## config.mk

```make
export PLATFORM = sky130hd
export DESIGN_NAME = slink_ph_ecc_tx
export DESIGN_NICKNAME = d
export VERILOG_FILES = /design/src/rtl/slink_ph_ecc_tx.sv
export SDC_FILE = /design/constraint.sdc
export NUM_CORES = 1
export LEC_CHECK = 0
export ABC_CLOCK_PERIOD_IN_PS = 3000
export CAP_MARGIN = 20
export CORE_MARGIN = 3
export CORE_UTILIZATION = 46
export DETAILED_ROUTE_END_ITERATION = 6
export PLACE_DENSITY_LB_ADDON = 0.3
export SLEW_MARGIN = 20
export SYNTH_ARGS = -nofsm -noshare
export SYNTH_HDL_FRONTEND = slang
export SYNTH_SLANG_ARGS = --single-unit
```

## constraint.sdc

```tcl
create_clock -name clk -period 3 [get_ports clk]
set_input_delay 0.75 -clock clk [delete_from_list [all_inputs] [get_ports clk]]
set_output_delay 0.75 -clock clk [all_outputs]
set_load 0.02 [all_outputs]
```

## src/rtl/slink_ph_ecc_tx.sv

```systemverilog
// Packet-header ECC generator + small FIFO; optional error injection under SLINK_PH_ECC_ERR_INJ_EN.
// One-cycle latency into an empty FIFO; ph_ready drops when full (no push-through, no bypass).
module slink_ph_ecc_tx #(
  parameter int FIFO_DEPTH = 2,
  parameter int CNT_W      = 16
) (
  input  logic             clk,
  input  logic             reset,
  input  logic             enable,
  input  logic             ph_valid,
  input  logic [23:0]      ph_in,
  output logic             ph_ready,
  output logic             pkt_valid,
  output logic [31:0]      pkt_data,
  input  logic             pkt_ready,
  input  logic             count_clr,
`ifdef SLINK_PH_ECC_ERR_INJ_EN
  input  logic             err_inj_en,
  input  logic [31:0]      err_inj_mask,
`endif
  output logic [CNT_W-1:0] pkt_count
);

  localparam int          AW    = $clog2(FIFO_DEPTH);
  localparam logic [AW:0] DEPTH = (AW+1)'(FIFO_DEPTH);

  logic [31:0]   mem [FIFO_DEPTH];
  logic [AW-1:0] wr_ptr;
  logic [AW-1:0] rd_ptr;
  logic [AW:0]   occ;
  logic          full;
  logic          empty;
  logic          push;
  logic          pop;
  logic [5:0]    ecc;
  logic [31:0]   wr_word;

  // Each ecc bit is the parity of the header bits whose column code has that bit set.
  assign ecc[0] = ph_in[0]  ^ ph_in[1]  ^ ph_in[2]  ^ ph_in[4]  ^ ph_in[5]  ^ ph_in[7]  ^
                  ph_in[10] ^ ph_in[11] ^ ph_in[13] ^ ph_in[16] ^ ph_in[20] ^ ph_in[21] ^
                  ph_in[22] ^ ph_in[23];
  assign ecc[1] = ph_in[0]  ^ ph_in[1]  ^ ph_in[3]  ^ ph_in[4]  ^ ph_in[6]  ^ ph_in[8]  ^
                  ph_in[10] ^ ph_in[12] ^ ph_in[14] ^ ph_in[17] ^ ph_in[20] ^ ph_in[21] ^
                  ph_in[22] ^ ph_in[23];
  assign ecc[2] = ph_in[0]  ^ ph_in[2]  ^ ph_in[3]  ^ ph_in[5]  ^ ph_in[6]  ^ ph_in[9]  ^
                  ph_in[11] ^ ph_in[12] ^ ph_in[15] ^ ph_in[18] ^ ph_in[20] ^ ph_in[21] ^
                  ph_in[22];
  assign ecc[3] = ph_in[1]  ^ ph_in[2]  ^ ph_in[3]  ^ ph_in[7]  ^ ph_in[8]  ^ ph_in[9]  ^
                  ph_in[13] ^ ph_in[14] ^ ph_in[15] ^ ph_in[19] ^ ph_in[20] ^ ph_in[21] ^
                  ph_in[23];
  assign ecc[4] = ph_in[4]  ^ ph_in[5]  ^ ph_in[6]  ^ ph_in[7]  ^ ph_in[8]  ^ ph_in[9]  ^
                  ph_in[16] ^ ph_in[17] ^ ph_in[18] ^ ph_in[19] ^ ph_in[20] ^ ph_in[22] ^
                  ph_in[23];
  assign ecc[5] = ph_in[10] ^ ph_in[11] ^ ph_in[12] ^ ph_in[13] ^ ph_in[14] ^ ph_in[15] ^
                  ph_in[16] ^ ph_in[17] ^ ph_in[18] ^ ph_in[19] ^ ph_in[21] ^ ph_in[22] ^
                  ph_in[23];

`ifdef SLINK_PH_ECC_ERR_INJ_EN
  assign wr_word = {2'b00, ecc, ph_in} ^ (err_inj_en ? err_inj_mask : 32'h0);
`else
  assign wr_word = {2'b00, ecc, ph_in};
`endif

  assign full      = (occ == DEPTH);
  assign empty     = (occ == '0);
  assign ph_ready  = enable && !full && !reset;
  assign pkt_valid = !empty;
  assign pkt_data  = pkt_valid ? mem[rd_ptr] : 32'h0;
  assign push      = ph_valid && ph_ready;
  assign pop       = pkt_valid && pkt_ready;

  // Storage is left unreset; occupancy alone decides what is visible.
  always_ff @(posedge clk) begin
    if (push) begin
      mem[wr_ptr] <= wr_word;
    end
  end

  always_ff @(posedge clk) begin
    if (reset) begin
      wr_ptr <= '0;
      rd_ptr <= '0;
      occ    <= '0;
    end else begin
      if (push) begin
        wr_ptr <= wr_ptr + AW'(1);
      end
      if (pop) begin
        rd_ptr <= rd_ptr + AW'(1);
      end
      case ({push, pop})
        2'b10:   occ <= occ + (AW+1)'(1);
        2'b01:   occ <= occ - (AW+1)'(1);
        default: occ <= occ;
      endcase
    end
  end

  always_ff @(posedge clk) begin
    if (reset || count_clr) begin
      pkt_count <= '0;
    end else if (pop && (pkt_count != '1)) begin
      pkt_count <= pkt_count + CNT_W'(1);
    end
  end

endmodule

```

run_1/placement_by_type.png
Bar = 20 um.
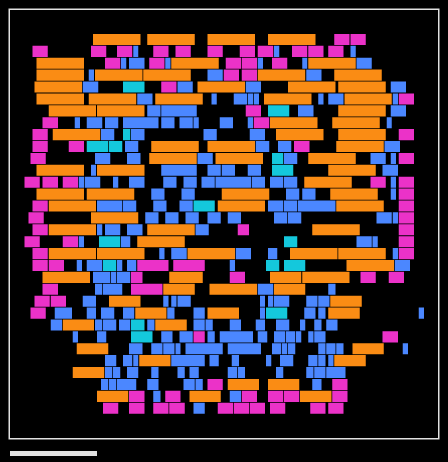
| colour | class | cells | share of their area |
|---|---|---|---|
| magenta | remaining buffers and delay cells | 83 | 18% |
| blue | combinational and other logic | 207 | 33% |
| cyan | clock drivers and dummy loads | 16 | 3.7% |
| orange | sequential cells | 81 | 46% |

run_1/congestion.png
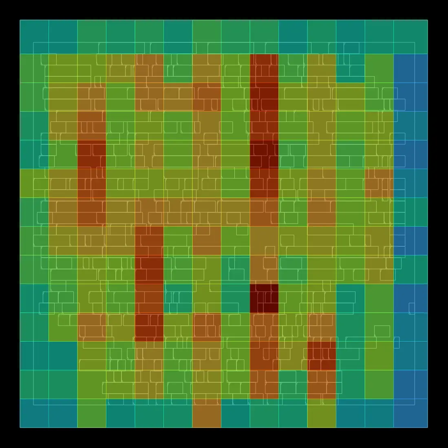
global-route track usage on met3: 3.64%
Post-Route Utilization: 62.5%

==> summary.txt, run 1 <==
The flow completed. The flow ran to the end, and the final reports show no timing, DRC or antenna violations. Total area of multi-input combinational cells landed at roughly 0.0016 mm^2. Instance count of the mapped netlist landed at 302. Horizontal extent of the die landed at 97.9 um. The violation tally recorded at the end of detailed-routing iteration 0 is 98. In the Yosys stats the netlist draws on between 40 and 50 distinct library cells. Total length of routed wires landed at approximately 8000 um.

Deepest level of the CTS H-tree landed at 3. For reference, the clock transition at the flip-flops on the worst setup and hold paths is ~0.090 ns. Synthesized-area fraction occupied by and/or/nand/nor cells landed at ~13%.

Worst-case clock buffer depth landed at 2. The routed design shows a via density per instance of roughly 5.3. The endpoint identified for the worst register-to-register timing path is occ[1]$_SDFFE_PP0P_.

Measured on the final layout, the clock distribution area share stands at roughly 3.6%. Setup slack of the worst register-to-register path landed at 0.97 ns. In the Yosys report the total cell count is 302.

Pin count of the biggest net entering global routing landed at 31. Total CTS buffers landed at 9. Summing every instance area after synthesis gives between 0.003 and 0.004 mm^2.

Logic gate share of total power landed at between 20% and 30%. Count of input and output buffers landed at ~77.
run_1/clk_routes.png
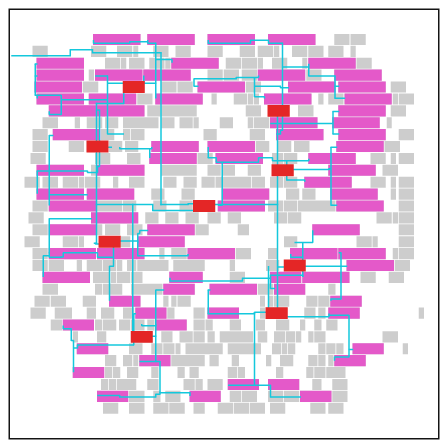
[cyan] clock wires | length: 977 um
[red] clock drivers | count: 9
[magenta] flip-flops | count: 81
flops lie: widely spread
routed clock nets: 10

-- run 1: flip-flops by register name (all words and copies together) (netlist names), named ones only --
| signal | cells |
|---|---|
| mem | 60 |
| pkt_count | 16 |
| rd_ptr | 1 |
| wr_ptr | 1 |
| occ | 2 |
-- run 1: worst max-delay path: stages --
cell and delay (ns):
sky130_fd_sc_hd__clkdlybuf4s50_1 0.48, sky130_fd_sc_hd__nor3b_1 0.22, sky130_fd_sc_hd__clkdlybuf4s50_1 0.63
-- run 1: layer usage --
| layer | vias to the layer above | routed length [um] | global-route usage, % |
|---|---|---|---|
| met5 | - | 0 | 0 |
| met4 | 0 | 144 | 6.60 |
| met3 | 13 | 363 | 3.64 |
| met2 | 68 | 3810 | 27.4 |
| met1 | 1261 | 3660 | 22.8 |
| li1 | 1255 | - | - |
--- run 2 (diff from run 1) ---
--- a/config.mk
+++ b/config.mk
@@ -9,6 +9,7 @@
 export CAP_MARGIN = 20
 export CORE_MARGIN = 3
 export CORE_UTILIZATION = 46
+export CTS_CLUSTER_SIZE = 24
 export DETAILED_ROUTE_END_ITERATION = 6
 export PLACE_DENSITY_LB_ADDON = 0.3
 export SLEW_MARGIN = 20
run_2/power_grid.png
Pins as bars on the die edge. Tap cells in grey.
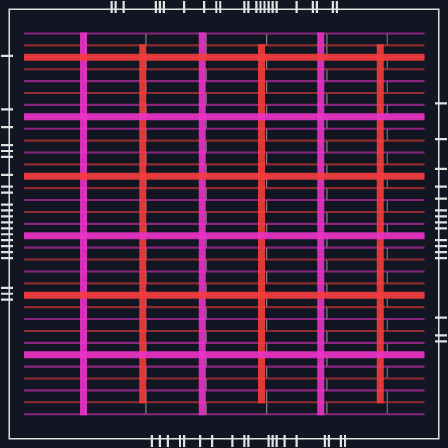
| colour | net |
|---|---|
| red | VDD |
| magenta | VSS |
tap cells: 102
met4 straps: 6

run_2/flops_by_reg.png
Other sequential cells in the stronger grey, the rest of the logic in the fainter grey.
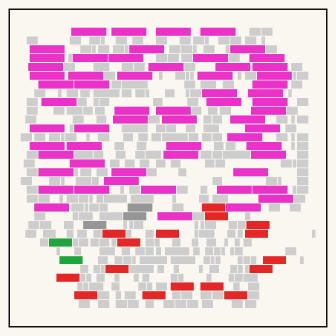
| colour | netlist name | sequential cells |
|---|---|---|
| magenta | mem | 60 |
| green | occ | 2 |
| red | pkt_count | 16 |
not coloured: 3
flop share of the area: 44.7%
Flop area: 0.00222 mm^2
flip-flop and latch power: 0.00131 W

run_2/clk_routes.png
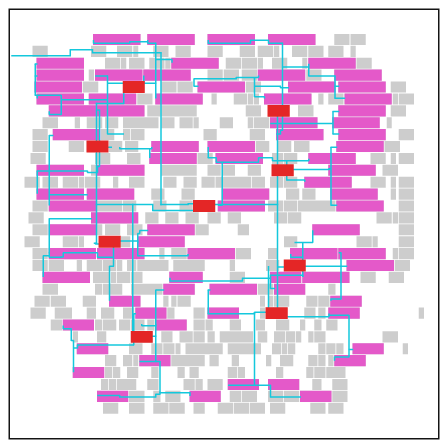
[cyan] clock wires | length: 977 um
[red] clock drivers | count: 9
[magenta] flip-flops | count: 81
routed clock nets: 10
flops lie: widely spread

==> summary.txt, run 2 <==
The flow completed. The flow ran to the end, and the final reports show no timing, DRC or antenna violations. The synthesized-area fraction occupied by and/or/nand/nor cells was 12.9% (unchanged). Flip-flop count of the largest register after layout landed at 60 (unchanged). Deepest level of the CTS H-tree landed at 3 (unchanged). The largest register by flop count is mem.

The delay of the slowest critical-path stage came to 0.63 ns (about the same). The registers reported with the highest flop counts are mem (60), pkt_count (16), occ (2). Horizontal extent of the die landed at 97.9 um (unchanged). The pin count of the biggest net entering global routing is 31 (unchanged). The number of DRC markers in iteration 0 was 98 (unchanged). The total CTS buffers is 9 (unchanged).

The instance count of the mapped netlist is 302 (unchanged). In this run, synthesis inferred approximately 60 flip-flops with an integrated enable. The number of library cell types mapped by synthesis came to 45 (unchanged). The slowest stage of the critical path is the sky130_fd_sc_hd__clkdlybuf4s50_1 cell. Number of logic stages on the critical path including buffering landed at 3 (unchanged).

On the critical path the largest part of the delay comes from buffers and inverters. For the worst reg-to-reg path, the endpoint reported by OpenROAD is occ[1]$_SDFFE_PP0P_. Count of input and output buffers landed at 77 (unchanged). The number of cells in Yosys stat was 302 (unchanged). Post-synthesis average cell area landed at roughly 13 um^2. Across all layers, the routed design uses 2597 vias. Number of buffers and inverters on the critical path landed at 2 (unchanged). The report lists the cells along the critical path as clkdlybuf4s50_1, nor3b_1, clkdlybuf4s50_1.

Clock transition at the registers of the reported paths landed at 0.09 ns (about the same). Worst relative slew slack landed at about 57%. Synthesized area landed at 0.00388 mm^2 (unchanged).
run 2: cell counts after synthesis:
No cell type changed its count.
run 2: power by group:
group	leakage [nW]	internal [W]	total (W)	switching, W
clock	0.0898	0.000307	0.000729	0.000422
sequential	0.715	0.00127	0.00131	0.0000315
combinational	0.823	0.000397	0.000816	0.000420
run 2: final cells by class:
type / instances / area, um^2
clock buffers: 9 / 124
clock inverters: 7 / 56.3
fillers: 620 / 2990
inverters: 6 / 27.5
multi-input cells: 201 / 1570
flip-flops and latches: 81 / 2220
well taps: 102 / 128
repair buffers: 83 / 853
run 2: routing by layer:
metal	wire (um)	track usage, %	vias up
met2	3810	27.4	68
met1	3660	22.8	1261
met5	0	0	-
li1	-	-	1255
met3	363	3.64	13
met4	144	6.60	0
run_2/congestion.png
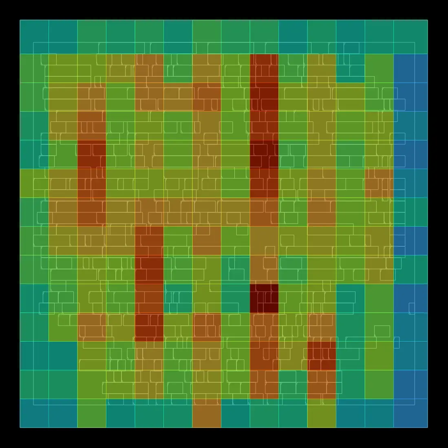

--- run 3 (diff from run 2) ---
--- a/config.mk
+++ b/config.mk
@@ -8,7 +8,8 @@
 export ABC_CLOCK_PERIOD_IN_PS = 3000
 export CAP_MARGIN = 20
 export CORE_MARGIN = 3
-export CORE_UTILIZATION = 46
+export CORE_UTILIZATION = 48
+export CTS_BUF_LIST = sky130_fd_sc_hd__clkbuf_2 sky130_fd_sc_hd__clkbuf_4 sky130_fd_sc_hd__clkbuf_8
 export CTS_CLUSTER_SIZE = 24
 export DETAILED_ROUTE_END_ITERATION = 6
 export PLACE_DENSITY_LB_ADDON = 0.3
run_3/congestion.png
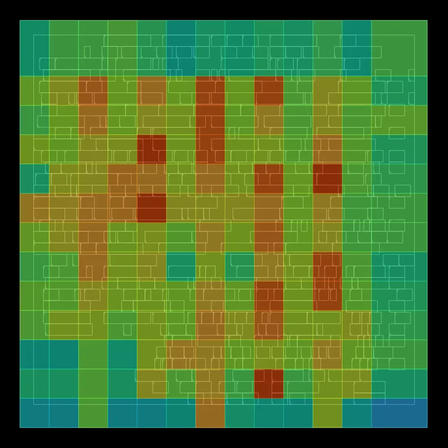
per-cell routed wire length: 15.9 um
Post-Route Utilization: 64.3%
met2 usage in global routing: 28.7%
global-route track usage on met3: 3.13%

run_3/power_grid.png
Pins as bars on the die edge. Tap cells in grey.
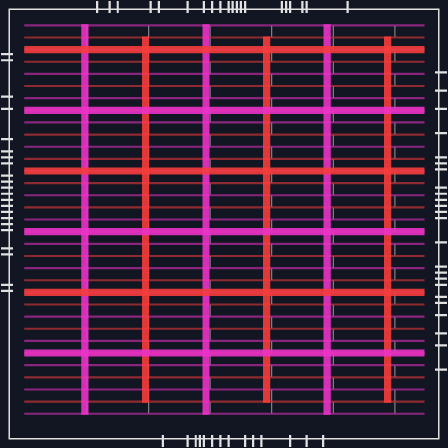
| colour | net |
|---|---|
| red | VDD |
| magenta | VSS |
met4 straps: 6
rows: 32
tap cells: 102

==> summary.txt, run 3 <==
The flow completed. The count of input and output buffers is 77 (unchanged). The met1 wire length was 3640 um (-0.36%). The count of clock-net buffers in the final layout was 11 (+2). The total area of multi-input combinational cells was 0.00157 mm^2 (unchanged). Fill cell instance count of the final layout landed at 622 (+0.32%). More flip-flops sit in one register than any other, and that register is mem.

The share of final layout cell area taken by non-clock buffers was 17.1% (about the same). The relative area of clock buffers and inverters in the final design came to 4.36% (+0.74 points). The flow ran to the end, and the final reports show no timing, DRC or antenna violations. Count of inverters other than clock inverters in the layout landed at 6 (unchanged).

Register area landed at 0.00222 mm^2 (unchanged). Synthesized area landed at 0.00388 mm^2 (unchanged). The total number of multi-input combinational cells was 201 (unchanged). The largest part of the power goes to sequential cells. Met1 capacity usage during global routing landed at 24.5% (+1.7 points).

The largest registers in the layout are mem (60), pkt_count (16), occ (2). The total CTS buffers is 9 (unchanged). The highest layer touched by signal routing is met4. The synthesized-area fraction occupied by and/or/nand/nor cells is 12.9% (unchanged). Number of vias after detailed routing landed at 2548 (-1.9%).

Proportion of power drawn by flip-flops and latches landed at 43.5% (-2.3 points). Among all cell classes, the greatest summed area belongs to flip-flops and latches. Logic gate share of total power landed at 27.6% (-1.0 points). Count of flip-flops with a built-in enable after synthesis landed at 60 (unchanged). The multi-input combinational area share is 31.2% (-0.29 points). The post-synthesis average cell area was 12.9 um^2 (unchanged). The flip-flop and latch count is 81 (unchanged). Number of well-tap cells placed landed at 102 (unchanged). Horizontal extent of the die landed at 95.9 um (-2.0%). The number of library cell types mapped by synthesis came to 45 (unchanged). Worst relative slew slack landed at 58.7% (+1.7 points). Detailed-routed wire length on met2 landed at 3710 um (-2.7%).

Fraction of area in registers landed at 44.3% (-0.41 points). The number of DRC markers in iteration 0 was 122 (+24%). The pin count of the biggest net entering global routing was 31 (unchanged).

The instance count of the mapped netlist came to 302 (unchanged).
run_3/clk_routes.png
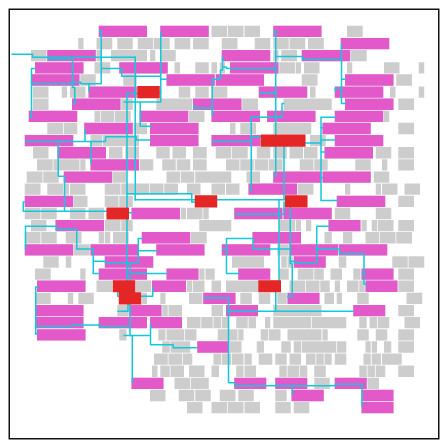
[cyan] clock wires | length: 950 um
[red] clock drivers | count: 9
[magenta] flip-flops | count: 81
routed clock nets: 10
flops lie: widely spread
clock network power share: 28.9%
clock network latency to the later pin of the worst-skew pair: 0.34 ns
skew final: 0.0103 ns
power attributed to the clock group: 0.000867 W

run 3: what timing repair did:
action | CTS | global route
gates resized | 1 | 0
buffers inserted | 0 | 0
endpoints found under the setup margin | 6 | 0
run 3: critical path: stages:
cell and delay, ns:
sky130_fd_sc_hd__clkdlybuf4s50_1 0.47, sky130_fd_sc_hd__nor3b_1 0.24, sky130_fd_sc_hd__clkdlybuf4s50_1 0.64
run 3: worst max-delay path by stage:
stage	to	cells after the start
3_5_place_dp	ph_ready	3
2_1_floorplan	mem[0][0]$_DFFE_PP_	3
4_1_cts	ph_ready	3
5_1_grt	ph_ready	3
6_report	ph_ready	3
3_3_place_gp	ph_ready	3
Power figures rest on the tool's default switching activity, not on a simulated workload.
